$ cat src/rtl/mem_arb_pkg.sv
// Shared types and constants for the instruction/data memory port arbiter.
package mem_arb_pkg;

  localparam int WORD_W = 32;
  localparam int BE_W   = 4;

  typedef enum logic [1:0] {
    IDLE   = 2'd0,
    ACCESS = 2'd1,
    WAIT   = 2'd2,
    RESP   = 2'd3
  } state_e;

  typedef enum logic {
    OWNER_IF = 1'b0,
    OWNER_D  = 1'b1
  } owner_e;

  localparam logic ARB_FIXED = 1'b0;
  localparam logic ARB_RR    = 1'b1;

endpackage

$ cat src/rtl/arb2_grant.sv
// Two-way grant selection between fetch and data requesters; purely combinational.
module arb2_grant
  import mem_arb_pkg::*;
(
  input  logic       req_if_i,
  input  logic       req_d_i,
  input  owner_e     last_grant_i,
  input  logic       mode_i,
  output logic [1:0] grant_o
);

  // grant_o[0] = fetch, grant_o[1] = data; a tie goes to data unless round-robin says otherwise
  always_comb begin
    grant_o = 2'b00;
    if (req_if_i && req_d_i) begin
      if ((mode_i == ARB_RR) && (last_grant_i == OWNER_D)) begin
        grant_o = 2'b01;
      end else begin
        grant_o = 2'b10;
      end
    end else if (req_if_i) begin
      grant_o = 2'b01;
    end else if (req_d_i) begin
      grant_o = 2'b10;
    end
  end

endmodule

$ cat src/rtl/mem_port_arbiter.sv
// Shares one single-port word memory between instruction fetch and load/store,
// one transaction at a time, with a fixed read latency and a one-cycle response pulse.
module mem_port_arbiter
  import mem_arb_pkg::*;
#(
  parameter int MEM_WORDS = 1024,
  parameter int LATENCY   = 0,
  parameter int ARB_MODE  = 1
) (
  input  logic              clk,
  input  logic              reset,
  input  logic              if_req_valid,
  input  logic [WORD_W-1:0] if_req_addr,
  output logic              if_req_ready,
  output logic              if_rsp_valid,
  output logic [WORD_W-1:0] if_rsp_data,
  output logic              if_rsp_err,
  input  logic              d_req_valid,
  input  logic              d_req_we,
  input  logic [WORD_W-1:0] d_req_addr,
  input  logic [WORD_W-1:0] d_req_wdata,
  input  logic [BE_W-1:0]   d_req_be,
  output logic              d_req_ready,
  output logic              d_rsp_valid,
  output logic [WORD_W-1:0] d_rsp_data,
  output logic              d_rsp_err,
  output logic              mem_en,
  output logic              mem_we,
  output logic [WORD_W-1:0] mem_addr,
  output logic [WORD_W-1:0] mem_wdata,
  output logic [BE_W-1:0]   mem_be,
  input  logic [WORD_W-1:0] mem_rdata
);

  localparam int               CNT_W     = (LATENCY < 2) ? 1 : $clog2(LATENCY + 1);
  localparam logic [CNT_W-1:0] CNT_LOAD  = CNT_W'(LATENCY);
  localparam logic [30:0]      WORDS_LIM = 31'(MEM_WORDS);
  localparam logic             MODE      = (ARB_MODE != 0) ? ARB_RR : ARB_FIXED;

  state_e             state_q;
  owner_e             owner_q;
  owner_e             last_grant_q;
  logic               store_q;
  logic               err_q;
  logic [CNT_W-1:0]   cnt_q;
  logic               mem_en_q;
  logic               mem_we_q;
  logic [WORD_W-1:0]  mem_addr_q;
  logic [WORD_W-1:0]  mem_wdata_q;
  logic [BE_W-1:0]    mem_be_q;
  logic               if_rsp_valid_q;
  logic               d_rsp_valid_q;
  logic               rsp_err_q;
  logic [WORD_W-1:0]  rsp_data_q;

  logic [1:0]         grant;
  logic               idle;
  logic               accept;
  logic               sel_d;
  logic               req_we;
  logic               req_err;
  logic               capture;
  logic [WORD_W-1:0]  req_addr;
  logic [WORD_W-1:0]  req_wdata;
  logic [BE_W-1:0]    req_be;
  logic [WORD_W-1:0]  rsp_data_d;

  arb2_grant u_grant (
    .req_if_i     (if_req_valid),
    .req_d_i      (d_req_valid),
    .last_grant_i (last_grant_q),
    .mode_i       (MODE),
    .grant_o      (grant)
  );

  // Ready is combinational so a lone requester is accepted in the cycle it raises valid
  assign idle         = (state_q == IDLE) && !reset;
  assign if_req_ready = idle & grant[0];
  assign d_req_ready  = idle & grant[1];
  assign accept       = if_req_ready | d_req_ready;

  assign sel_d     = grant[1];
  assign req_addr  = sel_d ? d_req_addr : if_req_addr;
  assign req_we    = sel_d & d_req_we;
  assign req_wdata = req_we ? d_req_wdata : '0;
  assign req_be    = req_we ? d_req_be : {BE_W{1'b1}};
  assign req_err   = ({1'b0, req_addr[31:2]} >= WORDS_LIM) ||
                     (!sel_d && (req_addr[1:0] != 2'b00));

  // Read data is sampled in the last cycle of the latency window
  assign capture    = ((state_q == ACCESS) && (LATENCY == 0)) ||
                      ((state_q == WAIT) && (cnt_q == CNT_W'(1)));
  assign rsp_data_d = (store_q || err_q) ? '0 : mem_rdata;

  always_ff @(posedge clk or posedge reset) begin
    if (reset) begin
      state_q        <= IDLE;
      owner_q        <= OWNER_IF;
      last_grant_q   <= OWNER_D;
      store_q        <= 1'b0;
      err_q          <= 1'b0;
      cnt_q          <= '0;
      mem_en_q       <= 1'b0;
      mem_we_q       <= 1'b0;
      mem_addr_q     <= '0;
      mem_wdata_q    <= '0;
      mem_be_q       <= '0;
      if_rsp_valid_q <= 1'b0;
      d_rsp_valid_q  <= 1'b0;
      rsp_err_q      <= 1'b0;
      rsp_data_q     <= '0;
    end else begin
      case (state_q)
        IDLE: begin
          if (accept) begin
            state_q      <= ACCESS;
            owner_q      <= sel_d ? OWNER_D : OWNER_IF;
            last_grant_q <= sel_d ? OWNER_D : OWNER_IF;
            store_q      <= req_we;
            err_q        <= req_err;
            // A faulting access keeps the memory port quiet but follows normal timing
            mem_en_q     <= !req_err;
            mem_we_q     <= !req_err && req_we;
            mem_addr_q   <= req_err ? '0 : {req_addr[31:2], 2'b00};
            mem_wdata_q  <= req_err ? '0 : req_wdata;
            mem_be_q     <= req_err ? '0 : req_be;
          end
        end
        ACCESS: begin
          mem_en_q    <= 1'b0;
          mem_we_q    <= 1'b0;
          mem_addr_q  <= '0;
          mem_wdata_q <= '0;
          mem_be_q    <= '0;
          cnt_q       <= CNT_LOAD;
          state_q     <= (LATENCY == 0) ? RESP : WAIT;
        end
        WAIT: begin
          cnt_q <= cnt_q - 1'b1;
          if (cnt_q == CNT_W'(1)) begin
            state_q <= RESP;
          end
        end
        RESP: begin
          if_rsp_valid_q <= 1'b0;
          d_rsp_valid_q  <= 1'b0;
          rsp_err_q      <= 1'b0;
          rsp_data_q     <= '0;
          state_q        <= IDLE;
        end
        default: state_q <= IDLE;
      endcase

      if (capture) begin
        if_rsp_valid_q <= (owner_q == OWNER_IF);
        d_rsp_valid_q  <= (owner_q == OWNER_D);
        rsp_err_q      <= err_q;
        rsp_data_q     <= rsp_data_d;
      end
    end
  end

  assign if_rsp_valid = if_rsp_valid_q;
  assign if_rsp_data  = if_rsp_valid_q ? rsp_data_q : '0;
  assign if_rsp_err   = if_rsp_valid_q & rsp_err_q;
  assign d_rsp_valid  = d_rsp_valid_q;
  assign d_rsp_data   = d_rsp_valid_q ? rsp_data_q : '0;
  assign d_rsp_err    = d_rsp_valid_q & rsp_err_q;

  assign mem_en    = mem_en_q;
  assign mem_we    = mem_we_q;
  assign mem_addr  = mem_addr_q;
  assign mem_wdata = mem_wdata_q;
  assign mem_be    = mem_be_q;

endmodule

$ cat config.mk
export PLATFORM = sky130hd
export DESIGN_NAME = mem_port_arbiter
export DESIGN_NICKNAME = d
export VERILOG_FILES = /design/src/rtl/mem_arb_pkg.sv /design/src/rtl/arb2_grant.sv /design/src/rtl/mem_port_arbiter.sv
export SDC_FILE = /design/constraint.sdc
export NUM_CORES = 1
export LEC_CHECK = 0
export ABC_AREA = 0
export CORE_MARGIN = 3
export CORE_UTILIZATION = 35
export CTS_BUF_LIST = sky130_fd_sc_hd__clkbuf_8
export CTS_CLUSTER_DIAMETER = 150
export DETAILED_ROUTE_END_ITERATION = 6
export PLACE_DENSITY = 0.84
export SLEW_MARGIN = 10
export SYNTH_ARGS = -nofsm -noshare
export SYNTH_HDL_FRONTEND = slang
export SYNTH_SLANG_ARGS = --single-unit
$ cat constraint.sdc
create_clock -name clk -period 3.3 [get_ports clk]
set_clock_uncertainty 0.05 [all_clocks]
set_input_delay 0.66 -clock clk [delete_from_list [all_inputs] [get_ports clk]]
set_output_delay 0.66 -clock clk [all_outputs]
set_load 0.05 [all_outputs]
Run 1, PDN straps and rails:
Bar = 20 µm. Pins as bars on the die edge. Tap cells in grey.
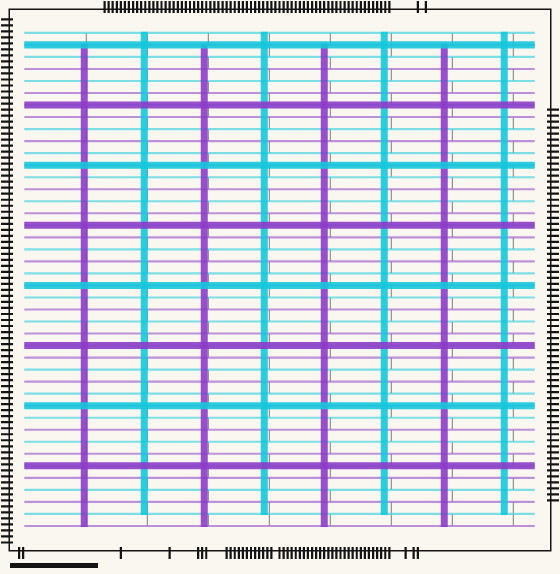
[purple] VSS
[cyan] VDD
signal pins: 277
met5 straps: 8
met4 straps: 8
met1 rails: 42
Max IR drop VDD: 0.246 mV
Die X: 122 µm
core footprint: 0.0129 mm²
Die Height: 122 µm

Run 1, cell outlines without signal wires:
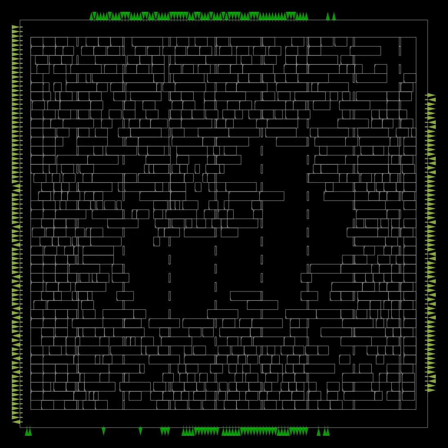
# rows: 41
Fillers: 1,034
final core utilization: 61.0%
flop share of the area: 35.1%

Run 1, register map, names as in the netlist:
Bar = 20 µm. Other sequential cells in the stronger grey, the rest of the logic in the fainter grey.
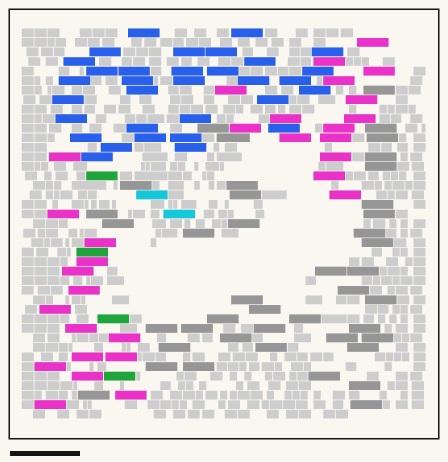
[green] `mem_be` | flops: 4
[magenta] `mem_addr` | flops: 30 | where: spread over the die
[cyan] `state_q` | flops: 2
[blue] `mem_wdata` | flops: 32
Flop area: 0.00275 mm²
seq pwr: 1.44 mW

## run 1: metrics by stage
stage	cell area, µm²	power (mW)	worst slack (ns)
2_1_floorplan	4730	2.04	0.801
3_3_place_gp	7680	2.45	0.468
3_5_place_dp	7680	2.49	0.423
4_1_cts	7850	3.24	0.539
5_1_grt	7850	3.39	0.423
6_report	7850	3.19	0.578
## run 1: worst register-to-register path, stage by stage, from the launching register on
cell	delay, ns
dfrtp_1	0.42
inv_1	0.12
ha_1	0.23
nand2b_1	0.13
or3_4	0.38
a2111oi_4	0.33
buf_4	0.38
a22o_1	0.20
## run 1: layout make-up
| type | instances | area, µm² |
|---|---|---|
| Clock buffer | 10 | 138 |
| Clock inverter | 6 | 37.5 |
| Fill cell | 1034 | 5020 |
| Inverter | 7 | 30.0 |
| Multi-Input combinational cell | 253 | 1830 |
| Sequential cell | 110 | 2750 |
| Tap cell | 172 | 215 |
| Timing Repair Buffer | 282 | 2840 |
## run 1: power groups by stage
| stage | clock network (mW) | registers [mW] | logic (mW) |
|---|---|---|---|
| 6_report | 0.735 | 1.44 | 1.02 |
| 3_5_place_dp | 0 | 1.47 | 1.02 |
| 4_1_cts | 0.767 | 1.44 | 1.03 |
| 5_1_grt | 0.823 | 1.45 | 1.11 |
| 2_1_floorplan | 0 | 1.50 | 0.537 |
| 3_3_place_gp | 0 | 1.46 | 0.983 |
## run 1: registers in the layout, indices dropped and copies added (netlist names)
name / count
cnt_q: 1
d_rsp_valid: 1
err_q: 1
if_rsp_valid: 1
last_grant_q: 1
mem_addr: 30
mem_be: 4
mem_en: 1
mem_wdata: 32
mem_we: 1
owner_q: 1
rsp_data_q: 32
rsp_err_q: 1
state_q: 2
store_q: 1
==> results.json, run 1 <==
{
  "yosysTopAreaCellShare_pct": 57.8,
  "dr_wl_met3_mm": 1.04,
  "drive_gt1_share_pct": 5.54,
  "drv_slew": 0,
  "holdPathStages": 1,
  "cts.path.max_buffers": 2,
  "top_usage_layer": "met2",
  "grtUsageTotal_pct": 19.1,
  "edf_count": 0,
  "hold_end": "if_rsp_valid$_DFFE_PP0P_",
  "drt_pre_antenna_iters": 4,
  "worst-r2r-setup-slack_ns": 1.00,
  "wl_met1_mm": 5.55,
  "cts_sinks": 110,
  "clock_latency_ns": 0.36,
  "max_freq_mhz": 367,
  "drc": 0,
  "status": "completed",
  "synthTopLogicFamily": "AND-OR/OR-AND gates",
  "rr_worst_depth": 7,
  "yosys-mux-area-fraction_pct": 3.05,
  "start_kind": "register"
}
Run 1, port wiring:
Bar = 20 µm.
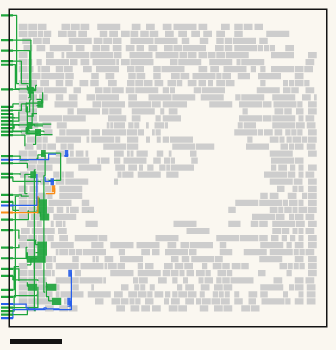

==> run 2, diff against run 1 <==
Clock period 3.3 ns to 2.5 ns, I/O delays scaled along.
Run 2, port wiring:
Bar = 20 µm.
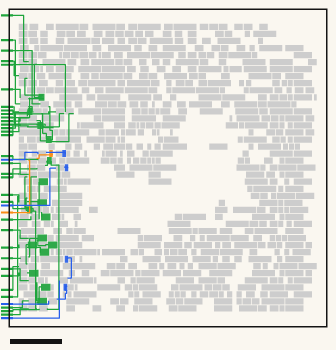
[blue] `d_req_be` | bits: 4 | direction: input | end cells: 4 | buffers: 4 | wire: 125 µm
[orange] `d_req_we` | bits: 1 | direction: input | end cells: 1 | buffers: 1 | wire: 35.5 µm
[green] `if_req_addr` | bits: 32 | direction: input | end cells: 16 | buffers: 32 | wire: 764 µm
IO Count: 277
Port Buffers: 272

==> run 2 against run 1 <==
  * Sequential cell count unchanged
  * Final cell count rose by 0.83%
  * Worst hold slack got worse by 0.020 ns
  * Via count rose by 3.1%
  * Utilization increased by 6.0 points
  * Setup slack worse by 0.48 ns
  * Synthesized cell count unchanged
  * Die size stayed put
  * Non-clock buffer count is 7 higher
  * Cell area up 9.8%
  * Largest power group unchanged
==> results.json, run 2 <==
{
  "drive_gt1_share_pct": 17.0,
  "grtUsageTotal_pct": 20.6,
  "n_fill_cell": 929,
  "synth_seq_share_pct": 58.3,
  "async_flop_share_pct": 100,
  "status": "completed",
  "drc": 0,
  "tightestPinTransition_ns": 0.608,
  "cts_sinks": 110,
  "wl_met1_mm": 5.77,
  "lay_top_count": "clkdlybuf4s50_1",
  "clock_latency_ns": 0.38,
  "fp.coreArea_mm2": 0.0129,
  "pre_cts_ws_ns": -0.146,
  "powerSeq_mw": 1.96,
  "htree_levels": 3,
  "fp.dieW_um": 122,
  "top_usage_layer": "met2",
  "comb-power_mw": 1.42,
  "finalPower_mw": 4.48,
  "yosysTopAreaCellShare_pct": 57.8,
  "largestPowerGroup": "sequential cells",
  "cts.path.max_buffers": 2,
  "fin_ws_ns": 0.0949,
  "p_clk_share_pct": 24.6,
  "drt_pre_antenna_iters": 4,
  "placed_area_mm2": 0.00841,
  "ir_drop_mv": 0.368,
  "edf_count": 0,
  "die_height_um": 122
}
Run 2, placement density heat map:
Bar = 20 µm. 12 x 12 tiles, from white (low) to dark blue (high), 0 to 100% covered.
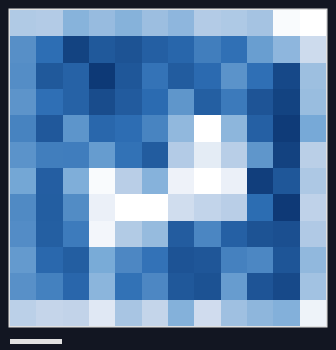
emptiest ninth of the die: centre
tiles over 75% full: 33%
nearly empty tiles: 3.5%
mean over tiles: 56%
fullest tile: 96%
final core utilization: 67.0%
Pre-Place Util: 36.7%

-- run 2: cell counts after synthesis --
Identical to the previous run, type by type.
-- run 2: path summary, 6_finish.rpt --
| check | from | to | slack [ns] | cells past startpoint |
|---|---|---|---|---|
| max reg2reg | state_q[1]$_DFFE_PP0P_ | rsp_data_q[11]$_DFFE_PP0P_ | 0.29 | 6 |
| min reg2reg | mem_addr[7]$_DFFE_PP0P_ | mem_addr[7]$_DFFE_PP0P_ | 0.44 | 2 |
| min in group clk | mem_addr[7]$_DFFE_PP0P_ | mem_addr[7]$_DFFE_PP0P_ | 0.44 | 2 |
| min | reset | store_q$_DFFE_PP0P_ | 0.41 | 2 |
| max in group asynchronous | reset | rsp_data_q[14]$_DFFE_PP0P_ | 1.37 | 3 |
| max | d_req_valid | d_req_ready | 0.09 | 4 |
-- run 2: area by class of cell --
cell class	instances	area [µm²]	area share [%]
clock buffers	9	124	1.44
multi-input cells	253	1850	21.5
well taps	172	215	2.50
inverters	7	30.0	0.348
clock inverters	7	72.6	0.842
repair buffers	289	3580	41.5
flip-flops and latches	110	2750	31.9
-- run 2: worst max-delay path, delay by kind of cell --
kind	cells	cell delay, ns
simple gates	1	0.25
buf+inv	2	0.74
compound gates	1	0.36
-- run 2: logic make-up after synthesis --
group / Yosys count / synth area share (%)
flip-flops: 110 / 58.3
AND/OR/NAND/NOR: 135 / 16.7
multiplexers: 14 / 3.05
adder cells (fa/ha/maj): 5 / 1.33
AND-OR/OR-AND: 97 / 17.1
other: 1 / 0.0794
buffers and inverters: 35 / 3.42
-- run 2: what timing repair did --
item / CTS / global route
endpoints found under the hold margin: 0 / 0
setup endpoints to repair: 0 / 2
resized: 0 / 4
Run 2, register map, names as in the netlist:
Bar = 20 µm. Other sequential cells in the stronger grey, the rest of the logic in the fainter grey.
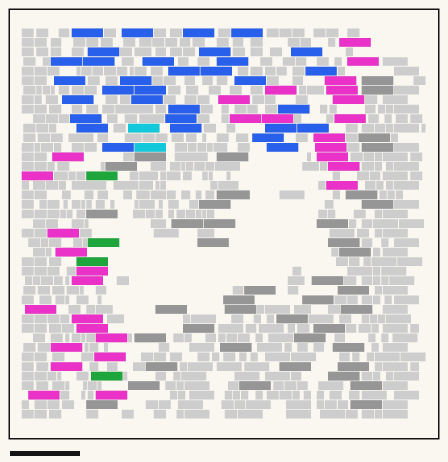

==> run 3, diff against run 2 <==
Settings changed: SETUP_SLACK_MARGIN set to 0.15.
Run 3, register map, names as in the netlist:
Bar = 20 µm. Other sequential cells in the stronger grey, the rest of the logic in the fainter grey.
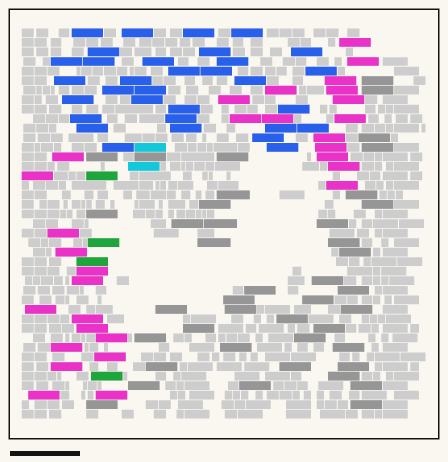
[green] `mem_be` | flops: 4 | where: middle left
[cyan] `state_q` | flops: 2
[magenta] `mem_addr` | flops: 30 | where: spread over the die
[blue] `mem_wdata` | flops: 32
not coloured: 42
Flop area: 0.00276 mm²
final core utilization: 67.3%
flop share of the area: 31.8%
seq pwr: 1.96 mW

==> run 3 against run 2 <==
  * Non-clock buffer count is 2 higher
  * Fmax is 4.6% higher
  * Highest routed layer unchanged
  * Via count is 0.80% higher
  * Total power is 1.5% higher
  * Critical path type unchanged
  * Clock power hardly changed
==> results.json, run 3 <==
{
  "drt_pre_antenna_iters": 5,
  "fp.dieW_um": 122,
  "io_pins": 277,
  "die_height_um": 122,
  "critical_path_class": "in -> out",
  "path_depth": 4,
  "critPathTopFamily": "buffers and inverters",
  "grtUsageTotal_pct": 20.6,
  "reg2reg_from": "state_q[0]$_DFFE_PP0P_",
  "async_flop_share_pct": 100,
  "synth.avg_cell_area_um2": 11.9,
  "htree_levels": 3,
  "combGateArea_mm2": 0.00188,
  "tightestPinTransition_ns": 0.595,
  "clock_latency_ns": 0.37,
  "placed_area_mm2": 0.00841,
  "crit_path_start": "d_req_valid",
  "rr_worst_depth": 6,
  "worst-r2r-setup-slack_ns": 0.35,
  "top_area_cell": "dfrtp_1",
  "fp.coreArea_mm2": 0.0129,
  "pre_cts_ws_ns": -0.146,
  "status": "completed",
  "portBuffers": 272,
  "yosysTopAreaCellShare_pct": 57.8,
  "path_clk_slew_ns": 0.11,
  "worst-path-buf-inv": 2,
  "initCoreUtil_pct": 36.7,
  "finalPower_mw": 4.55,
  "endpoint": "d_req_ready",
  "lay_top_count": "clkdlybuf4s50_1",
  "ys_ff": 110,
  "n_fill_cell": 920,
  "ir_drop_mv": 0.365,
  "reg2reg_to": "mem_wdata[3]$_DFFE_PP0P_",
  "edf_count": 0,
  "cts_sinks": 110,
  "drive_gt1_share_pct": 17.7
}
Run 3, port wiring:
Bar = 20 µm.
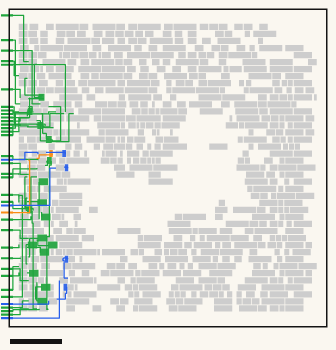
[orange] `d_req_we` | bits: 1 | direction: input | end cells: 1 | buffers: 1 | wire: 35.5 µm
[green] `if_req_addr` | bits: 32 | direction: input | end cells: 16 | buffers: 32 | wire: 769 µm
[blue] `d_req_be` | bits: 4 | direction: input | end cells: 4 | buffers: 4 | wire: 124 µm

==> run 3: layout make-up <==
type                       instances  area share [%]
inverter                           7           0.347
clock buffer                       9            1.43
clock inverter                     7           0.838
sequential                       110            31.8
multi-input combinational        253            21.6
timing repair buffer             291            41.4
tap                              172            2.48
==> run 3: power by group through the flow <==
stage / clock [mW] / combinational, mW / sequential [mW]
2_1_floorplan: 0 / 0.708 / 1.98
3_3_place_gp: 0 / 1.35 / 1.99
3_5_place_dp: 0 / 1.41 / 2.00
4_1_cts: 1.14 / 1.46 / 1.95
5_1_grt: 1.20 / 1.63 / 1.97
6_report: 1.09 / 1.50 / 1.96
==> run 3: logic make-up after synthesis <==
| logic type | Yosys count | share of synthesized area (%) |
|---|---|---|
| flops | 110 | 58.3 |
| mux | 14 | 3.05 |
| buf+inv | 35 | 3.42 |
| compound gates | 97 | 17.1 |
| other cells | 1 | 0.0794 |
| fa+ha+maj | 5 | 1.33 |
| simple gates | 135 | 16.7 |
==> run 3: repair_timing <==
item	4_1_cts	5_1_grt
setup endpoints to repair	2	44
gates resized	2	8
pin swaps	0	1
buffers inserted	2	0
==> run 3: metal layers <==
| layer | GRT usage (%) | wire length, µm |
|---|---|---|
| met3 | 5.20 | 1080 |
| met4 | 8.82 | 480 |
| met1 | 23.2 | 5790 |
| met2 | 37.1 | 8170 |
| met5 | 0 | 0 |
Power is estimated from default activity; no workload was simulated.
